--- src/rtl/image_stream_ctrl_if.sv ---
// Signal bundle between the image stream controller and its ROMs, CNN and comparator.
// The master side is the controller; the slave side is the surrounding datapath.
interface image_stream_ctrl_if #(
    parameter int unsigned ADDR_BITS = 20
);
    logic                 start;
    logic [ADDR_BITS-1:0] rom_addr;
    logic [7:0]           rom_data;
    logic [9:0]           lbl_addr;
    logic [3:0]           lbl_data;
    logic [7:0]           pix_out;
    logic                 pix_valid;
    logic                 cnn_rst_n;
    logic                 dec_valid;
    logic [3:0]           decision;
    logic [9:0]           img_idx;
    logic [9:0]           hit_cnt;
    logic                 result_valid;
    logic                 result_hit;
    logic                 timeout_err;
    logic                 busy;
    logic                 done;

    modport master (
        input  start, rom_data, lbl_data, dec_valid, decision,
        output rom_addr, lbl_addr, pix_out, pix_valid, cnn_rst_n, img_idx, hit_cnt,
               result_valid, result_hit, timeout_err, busy, done
    );

    modport slave (
        output start, rom_data, lbl_data, dec_valid, decision,
        input  rom_addr, lbl_addr, pix_out, pix_valid, cnn_rst_n, img_idx, hit_cnt,
               result_valid, result_hit, timeout_err, busy, done
    );
endinterface

--- src/rtl/image_stream_ctrl.sv ---
// Streams each image from the pixel ROM into the CNN, waits for the comparator decision
// and scores it against the label ROM; all outputs are registered.
module image_stream_ctrl #(
    parameter int unsigned IMG_PIXELS  = 784,
    parameter int unsigned NUM_IMAGES  = 1000,
    parameter int unsigned ADDR_BITS   = 20,
    parameter int unsigned TIMEOUT_CYC = 4096
) (
    input logic                 clk,
    input logic                 rst_n,
    image_stream_ctrl_if.master bus
);
    localparam int unsigned PW = (IMG_PIXELS > 1) ? $clog2(IMG_PIXELS) : 1;
    localparam int unsigned TW = (TIMEOUT_CYC > 1) ? $clog2(TIMEOUT_CYC) : 1;

    typedef enum logic [2:0] {
        StIdle, StCnnRst, StStream, StDrain, StWaitDec, StScore, StDone
    } state_e;

    state_e               state_q;
    logic [ADDR_BITS-1:0] base_q;
    logic [PW-1:0]        pix_cnt_q;
    logic [TW-1:0]        timer_q;
    logic                 rst_cnt_q;
    logic                 rd_pend_q;
    logic [3:0]           label_q;

    always_ff @(posedge clk) begin
        if (!rst_n) begin
            state_q          <= StIdle;
            base_q           <= '0;
            pix_cnt_q        <= '0;
            timer_q          <= '0;
            rst_cnt_q        <= 1'b0;
            rd_pend_q        <= 1'b0;
            label_q          <= '0;
            bus.rom_addr     <= '0;
            bus.lbl_addr     <= '0;
            bus.pix_out      <= '0;
            bus.pix_valid    <= 1'b0;
            bus.cnn_rst_n    <= 1'b0;
            bus.img_idx      <= '0;
            bus.hit_cnt      <= '0;
            bus.result_valid <= 1'b0;
            bus.result_hit   <= 1'b0;
            bus.timeout_err  <= 1'b0;
            bus.busy         <= 1'b0;
            bus.done         <= 1'b0;
        end else begin
            // rom_data lags rom_addr by one cycle; pix_out registers it one cycle later still.
            rd_pend_q        <= (state_q == StStream);
            bus.pix_valid    <= rd_pend_q;
            if (rd_pend_q) begin
                bus.pix_out <= bus.rom_data;
            end
            bus.result_valid <= 1'b0;

            unique case (state_q)
                StIdle, StDone: begin
                    bus.cnn_rst_n <= 1'b1;
                    if (bus.start) begin
                        state_q         <= StCnnRst;
                        base_q          <= '0;
                        rst_cnt_q       <= 1'b0;
                        bus.img_idx     <= '0;
                        bus.lbl_addr    <= '0;
                        bus.hit_cnt     <= '0;
                        bus.timeout_err <= 1'b0;
                        bus.done        <= 1'b0;
                        bus.busy        <= 1'b1;
                        bus.cnn_rst_n   <= 1'b0;
                    end
                end
                StCnnRst: begin
                    if (!rst_cnt_q) begin
                        rst_cnt_q <= 1'b1;
                    end else begin
                        label_q       <= bus.lbl_data;
                        bus.rom_addr  <= base_q;
                        pix_cnt_q     <= '0;
                        bus.cnn_rst_n <= 1'b1;
                        state_q       <= StStream;
                    end
                end
                StStream: begin
                    if (pix_cnt_q == PW'(IMG_PIXELS - 1)) begin
                        state_q <= StDrain;
                    end else begin
                        bus.rom_addr <= bus.rom_addr + ADDR_BITS'(1);
                        pix_cnt_q    <= pix_cnt_q + PW'(1);
                    end
                end
                StDrain: begin
                    // Timer counts cycles since DRAIN so SCORE lands TIMEOUT_CYC cycles after it.
                    timer_q <= TW'(1);
                    state_q <= StWaitDec;
                end
                StWaitDec: begin
                    if (bus.dec_valid) begin
                        bus.result_valid <= 1'b1;
                        bus.result_hit   <= (bus.decision == label_q);
                        if (bus.decision == label_q && bus.hit_cnt != 10'd1023) begin
                            bus.hit_cnt <= bus.hit_cnt + 10'd1;
                        end
                        state_q <= StScore;
                    end else if (timer_q == TW'(TIMEOUT_CYC - 1)) begin
                        bus.result_valid <= 1'b1;
                        bus.result_hit   <= 1'b0;
                        bus.timeout_err  <= 1'b1;
                        state_q          <= StScore;
                    end else begin
                        timer_q <= timer_q + TW'(1);
                    end
                end
                StScore: begin
                    if (bus.img_idx == 10'(NUM_IMAGES - 1)) begin
                        bus.done <= 1'b1;
                        bus.busy <= 1'b0;
                        state_q  <= StDone;
                    end else begin
                        bus.img_idx   <= bus.img_idx + 10'd1;
                        bus.lbl_addr  <= bus.img_idx + 10'd1;
                        base_q        <= base_q + ADDR_BITS'(IMG_PIXELS);
                        rst_cnt_q     <= 1'b0;
                        bus.cnn_rst_n <= 1'b0;
                        state_q       <= StCnnRst;
                    end
                end
                default: state_q <= StIdle;
            endcase
        end
    end
endmodule
--- src/flat_wrapper.sv ---
// flat-port wrapper written by rule: the top's interface ports become plain ports
module image_stream_ctrl_flat 
#(
    parameter int unsigned IMG_PIXELS  = 784,
    parameter int unsigned NUM_IMAGES  = 1000,
    parameter int unsigned ADDR_BITS   = 20,
    parameter int unsigned TIMEOUT_CYC = 4096
)
  (clk, rst_n, bus_start, bus_rom_data, bus_lbl_data, bus_dec_valid, bus_decision, bus_rom_addr, bus_lbl_addr, bus_pix_out, bus_pix_valid, bus_cnn_rst_n, bus_img_idx, bus_hit_cnt, bus_result_valid, bus_result_hit, bus_timeout_err, bus_busy, bus_done);
  image_stream_ctrl_if #(.ADDR_BITS(ADDR_BITS)) bus_i ();
  input logic clk;
  input logic rst_n;
  input wire logic [$bits(bus_i.start)-1:0] bus_start;
  input wire logic [$bits(bus_i.rom_data)-1:0] bus_rom_data;
  input wire logic [$bits(bus_i.lbl_data)-1:0] bus_lbl_data;
  input wire logic [$bits(bus_i.dec_valid)-1:0] bus_dec_valid;
  input wire logic [$bits(bus_i.decision)-1:0] bus_decision;
  output wire logic [$bits(bus_i.rom_addr)-1:0] bus_rom_addr;
  output wire logic [$bits(bus_i.lbl_addr)-1:0] bus_lbl_addr;
  output wire logic [$bits(bus_i.pix_out)-1:0] bus_pix_out;
  output wire logic [$bits(bus_i.pix_valid)-1:0] bus_pix_valid;
  output wire logic [$bits(bus_i.cnn_rst_n)-1:0] bus_cnn_rst_n;
  output wire logic [$bits(bus_i.img_idx)-1:0] bus_img_idx;
  output wire logic [$bits(bus_i.hit_cnt)-1:0] bus_hit_cnt;
  output wire logic [$bits(bus_i.result_valid)-1:0] bus_result_valid;
  output wire logic [$bits(bus_i.result_hit)-1:0] bus_result_hit;
  output wire logic [$bits(bus_i.timeout_err)-1:0] bus_timeout_err;
  output wire logic [$bits(bus_i.busy)-1:0] bus_busy;
  output wire logic [$bits(bus_i.done)-1:0] bus_done;
  assign bus_i.start = bus_start;
  assign bus_i.rom_data = bus_rom_data;
  assign bus_i.lbl_data = bus_lbl_data;
  assign bus_i.dec_valid = bus_dec_valid;
  assign bus_i.decision = bus_decision;
  assign bus_rom_addr = bus_i.rom_addr;
  assign bus_lbl_addr = bus_i.lbl_addr;
  assign bus_pix_out = bus_i.pix_out;
  assign bus_pix_valid = bus_i.pix_valid;
  assign bus_cnn_rst_n = bus_i.cnn_rst_n;
  assign bus_img_idx = bus_i.img_idx;
  assign bus_hit_cnt = bus_i.hit_cnt;
  assign bus_result_valid = bus_i.result_valid;
  assign bus_result_hit = bus_i.result_hit;
  assign bus_timeout_err = bus_i.timeout_err;
  assign bus_busy = bus_i.busy;
  assign bus_done = bus_i.done;
  image_stream_ctrl #(.IMG_PIXELS(IMG_PIXELS), .NUM_IMAGES(NUM_IMAGES), .ADDR_BITS(ADDR_BITS), .TIMEOUT_CYC(TIMEOUT_CYC)) u_core (.clk(clk), .rst_n(rst_n), .bus(bus_i));
endmodule
--- config.mk ---
export PLATFORM = sky130hd
export DESIGN_NAME = image_stream_ctrl_flat
export DESIGN_NICKNAME = d
export VERILOG_FILES = /design/src/rtl/image_stream_ctrl_if.sv /design/src/rtl/image_stream_ctrl.sv /design/src/flat_wrapper.sv
export SDC_FILE = /design/constraint.sdc
export NUM_CORES = 1
export LEC_CHECK = 0
export CAP_MARGIN = 0
export CORE_ASPECT_RATIO = 0.8
export CORE_MARGIN = 2
export CORE_UTILIZATION = 49
export DETAILED_ROUTE_END_ITERATION = 10
export PLACE_DENSITY_LB_ADDON = 0.2
export SKIP_LAST_GASP = 1
export SLEW_MARGIN = 0
export SYNTH_ARGS = -nofsm -noshare
export SYNTH_HDL_FRONTEND = slang
export SYNTH_SLANG_ARGS = --single-unit
--- constraint.sdc ---
create_clock -name clk -period 2 [get_ports clk]
set_input_delay 0.4 -clock clk [delete_from_list [all_inputs] [get_ports clk]]
set_output_delay 0.4 -clock clk [all_outputs]
set_load 0.03 [all_outputs]
### Routing congestion map

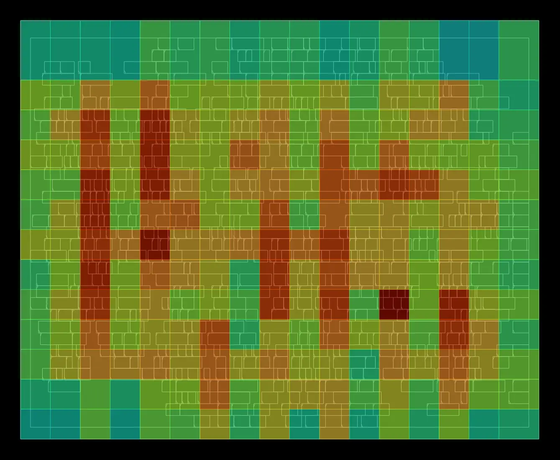
met3 GRT Util: 4.93%
post-DR wirelength/cell: 15.3 um
GR Util met2: 39.5%
Total GRT Usage: 23.3%

### Signal metal coverage by tile

Scale bar: 20 um. 24 x 19 tiles, from dark blue (low) to red (high), scaled to the fullest tile. Values are wire area over tile area, all layers added.
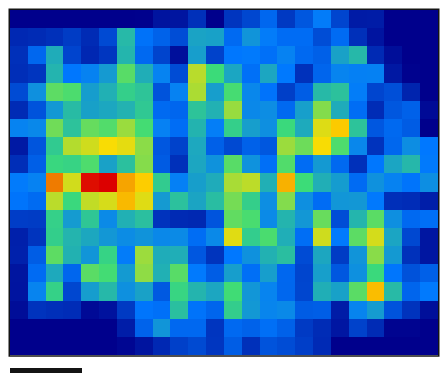
fullest tile = 0.66
tiles over half the peak = 14%
nearly empty tiles = 9.4%
emptiest ninth of the die = north-east

### Placed cells, one colour a class

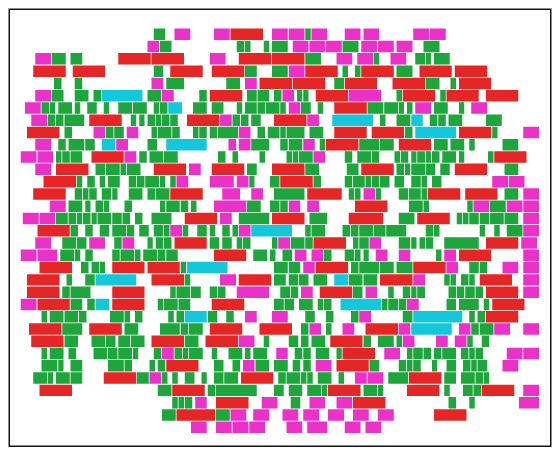
clock drivers and dummy loads -> cyan  # cells 16, share of their area 4.7%
sequential cells -> red  # cells 102, share of their area 31%
combinational and other logic -> green  # cells 477, share of their area 44%
remaining buffers and delay cells -> magenta  # cells 145, share of their area 20%
Finished Core Util: 66.4%
core box area: 10300 sq um
flop share of the area: 29.9%

==> run summary <==
yosys + openroad results -> status finished clean, post-synth net total 649, DR vias/cell 5.65, CTS sink cnt 102, post-route cell area 6850 sq um, share of cells above drive strength 1 16.1%, MI comb area 2920 sq um, HP Start u_core.bus.timeout_err, postcts setup bufs 0, synthesized area per cell 8.41 sq um, Ys Warns 0, number of port buffers 84, Row Count 33, max-slew violation count 0, setup tns final 0 ns, worst hold slack 0.490 ns, detailed placement HPWL 9620 um, initial detailed-routing violation count 315, flip-flops with a built-in enable 0, first-pass GRT wire length 21600 um, vias in the first global route 4572, Top cells excl fill/tap 99 x dfxtp_1, 81 x clkdlybuf4s50_1, 80 x nor2_1, Max Root-Sink Buffers 2, synthesized instance count 623, clk_skew 0.00879 ns, CTS tree done, hold_buf cts 0, post-CTS sizing 2, worst r2r src u_core.pix_cnt_q[4], CP required 2.26 ns, number of warnings in the stage logs 28, switching portion of total power 37.1%, Fillers 871, Cell Int Power 0.00445 W, clock-pin slew on the worst setup and hold paths 0.07 ns, net switching power 0.00263 W, die width 120 um, Fin. Hold Viols 0, power share of the clock group 25.8%, DIE AREA 11500 sq um, GPL Wtd Cong 0.874, crit path max fanout 6, Yosys cell types 68, WP data arrival 2.26 ns, Hold Path Sink u_core.bus.timeout_err, reg2reg setup slack 0.03 ns, post-layout power 0.00707 W, gr ovfl total 0, fmax 502 MHz, fin crit period 1.99 ns, Lkg Pwr 2.54 nW, Rel. slew slack 67.1%, combinational share of power 37.6%, drt pass-1 iters 5, Sequential cell area 2050 sq um, CTS Buf Count 9, Latency at later pin 0.35 ns, root buffer cell clkbuf_16, routed vias 4971, capture point of the worst reg-to-reg path u_core.bus.rom_addr[14], crit share post-route 99.5%, Core Density at Floorplan 50.8%, Worst setup EP type flip-flop, Async SR Flop Fraction 0%, Synth-to-Final Area Change 30.8%, Post-synth seq share 39.0%, pin count of the biggest net entering global routing 27, Area after DPL 6460 sq um, initial antenna violation count 0, Worst-Margin Slew 0.492 ns, worst reg2reg path depth 6, Commonest Layout Cell dfxtp_1, CTS H-tree depth 3, Setup CP Type input pin to flip-flop, HP Class flip-flop to flip-flop, WHS Path Cells 2, IO Count 85, DRC violation count after routing 0, RSZ-0062 raised after global routing yes, yosys stat cell total 623, post-synthesis register bit count 102, Peak VDD IR 0.000939 V, synthesized area 5240 sq um, Max Cap Viol 0, PwrDens 1030 nW/um^2, YS chip area 5240 sq um
### Routed metal, one colour a layer

Scale bar: 20 um.
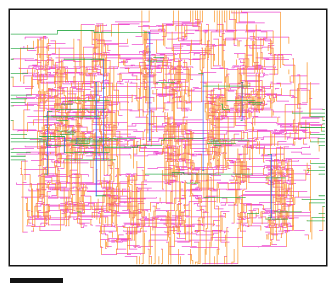
metal 3 -> green  # wire length 684 um
metal 4 -> blue  # wire length 228 um
metal 2 -> orange  # wire length 6380 um
metal 1 -> magenta  # wire length 6130 um

### Sequential cells coloured by netlist name

Scale bar: 20 um.
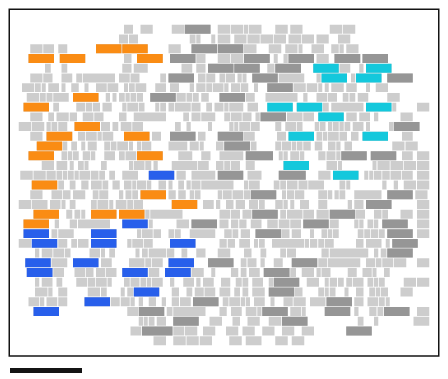
u_core.bus.rom_addr -> orange  # flops 20
u_core.timer_q -> cyan  # flops 12
u_core.base_q -> blue  # flops 16, where south-west
not coloured = 54

per-stage QoR:
| stage | instances | setup slack, ns |
|---|---|---|
| 6_report | 880 | 0.00932 |
| 5_1_grt | 880 | -0.0859 |
| 4_1_cts | 877 | -0.0121 |
| 3_5_place_dp | 861 | -0.310 |
| 3_3_place_gp | 861 | -0.243 |
| 2_1_floorplan | 623 | 0.00287 |
routing by layer:
| layer | GRT usage, % | share of wire (%) | vias up |
|---|---|---|---|
| li1 | - | - | 2469 |
| met4 | 8.63 | 1.7 | 0 |
| met2 | 39.5 | 48 | 145 |
| met5 | 0 | 0 | - |
| met3 | 4.93 | 5.1 | 22 |
| met1 | 29.6 | 46 | 2335 |
worst max path at each step:
stage | to | cells after the start | startpoint
6_report | u_core.timer_q[0] | 6 | bus_dec_valid
4_1_cts | u_core.bus.rom_addr[4] | 7 | u_core.pix_cnt_q[4]
5_1_grt | u_core.timer_q[0] | 6 | bus_dec_valid
2_1_floorplan | u_core.bus.img_idx[4] | 7 | u_core.bus.img_idx[1]
3_3_place_gp | u_core.timer_q[3] | 6 | bus_dec_valid
3_5_place_dp | u_core.timer_q[0] | 6 | bus_dec_valid
synth_stat cells, types with 7 or more instances:
cell,number,share of area (%)
o21ai_0,37,3.5
xor2_1,29,4.8
and4_1,8,1.3
o211ai_1,7,1.0
inv_1,12,0.86
and3_1,14,1.7
mux2i_1,13,2.5
nor3_1,10,0.95
nor2b_1,8,0.95
a21oi_1,46,4.4
xnor2_1,12,2.0
o2111ai_1,8,1.3
o21ai_2,7,1.2
nor2_1,80,5.7
nand2_1,44,3.2
nand4_1,17,2.0
clkbuf_1,20,1.4
buf_4,12,1.7
buf_6,7,1.5
dfxtp_1,102,39
nand3_1,32,3.1
final cells by class:
cell class	instances	share of cell area, %
sequential	102	29.9
tap	140	2.56
inverter	12	0.657
multi-input combinational	465	42.6
clock inverter	6	1.06
timing repair buffer	145	19.7
clock buffer	10	3.49
worst max-delay path, stage by stage:
cell and delay (ns):
clkdlybuf4s50_1 0.48, or4b_1 0.61, buf_4 0.20, o21ai_0 0.25
nor2_1 0.09, a211oi_1 0.22
cell families (layout without fill, tap and decap cells):
logic type | count (synthesis) | after routing | synth area share (%)
compound gates | 153 | 153 | 19.2
xor+xnor | 41 | 41 | 6.85
fa+ha+maj | 6 | 6 | 1.43
buf+inv | 56 | 173 | 6.16
flops | 102 | 102 | 39.0
mux | 13 | 13 | 2.48
simple gates | 252 | 252 | 24.9
flip-flops by register name, indices dropped and copies added, names as in the netlist, 3 cells and up:
| signal | cells |
|---|---|
| u_core.pix_cnt_q | 10 |
| u_core.bus.rom_addr | 20 |
| u_core.base_q | 16 |
| u_core.bus.img_idx | 10 |
| u_core.bus.hit_cnt | 10 |
| u_core.state_q | 3 |
| u_core.timer_q | 12 |
| u_core.bus.pix_out | 8 |
| u_core.label_q | 4 |
power by group through the flow:
stage	clock network, W	logic [W]	registers [W]
after floorplan	0	0.00149	0.00276
after global placement	0	0.00246	0.00259
after detailed placement	0	0.00251	0.00261
after CTS	0.00186	0.00254	0.00256
after global routing	0.00193	0.00288	0.00263
final	0.00182	0.00266	0.00259
Power is estimated from default activity; no workload was simulated.
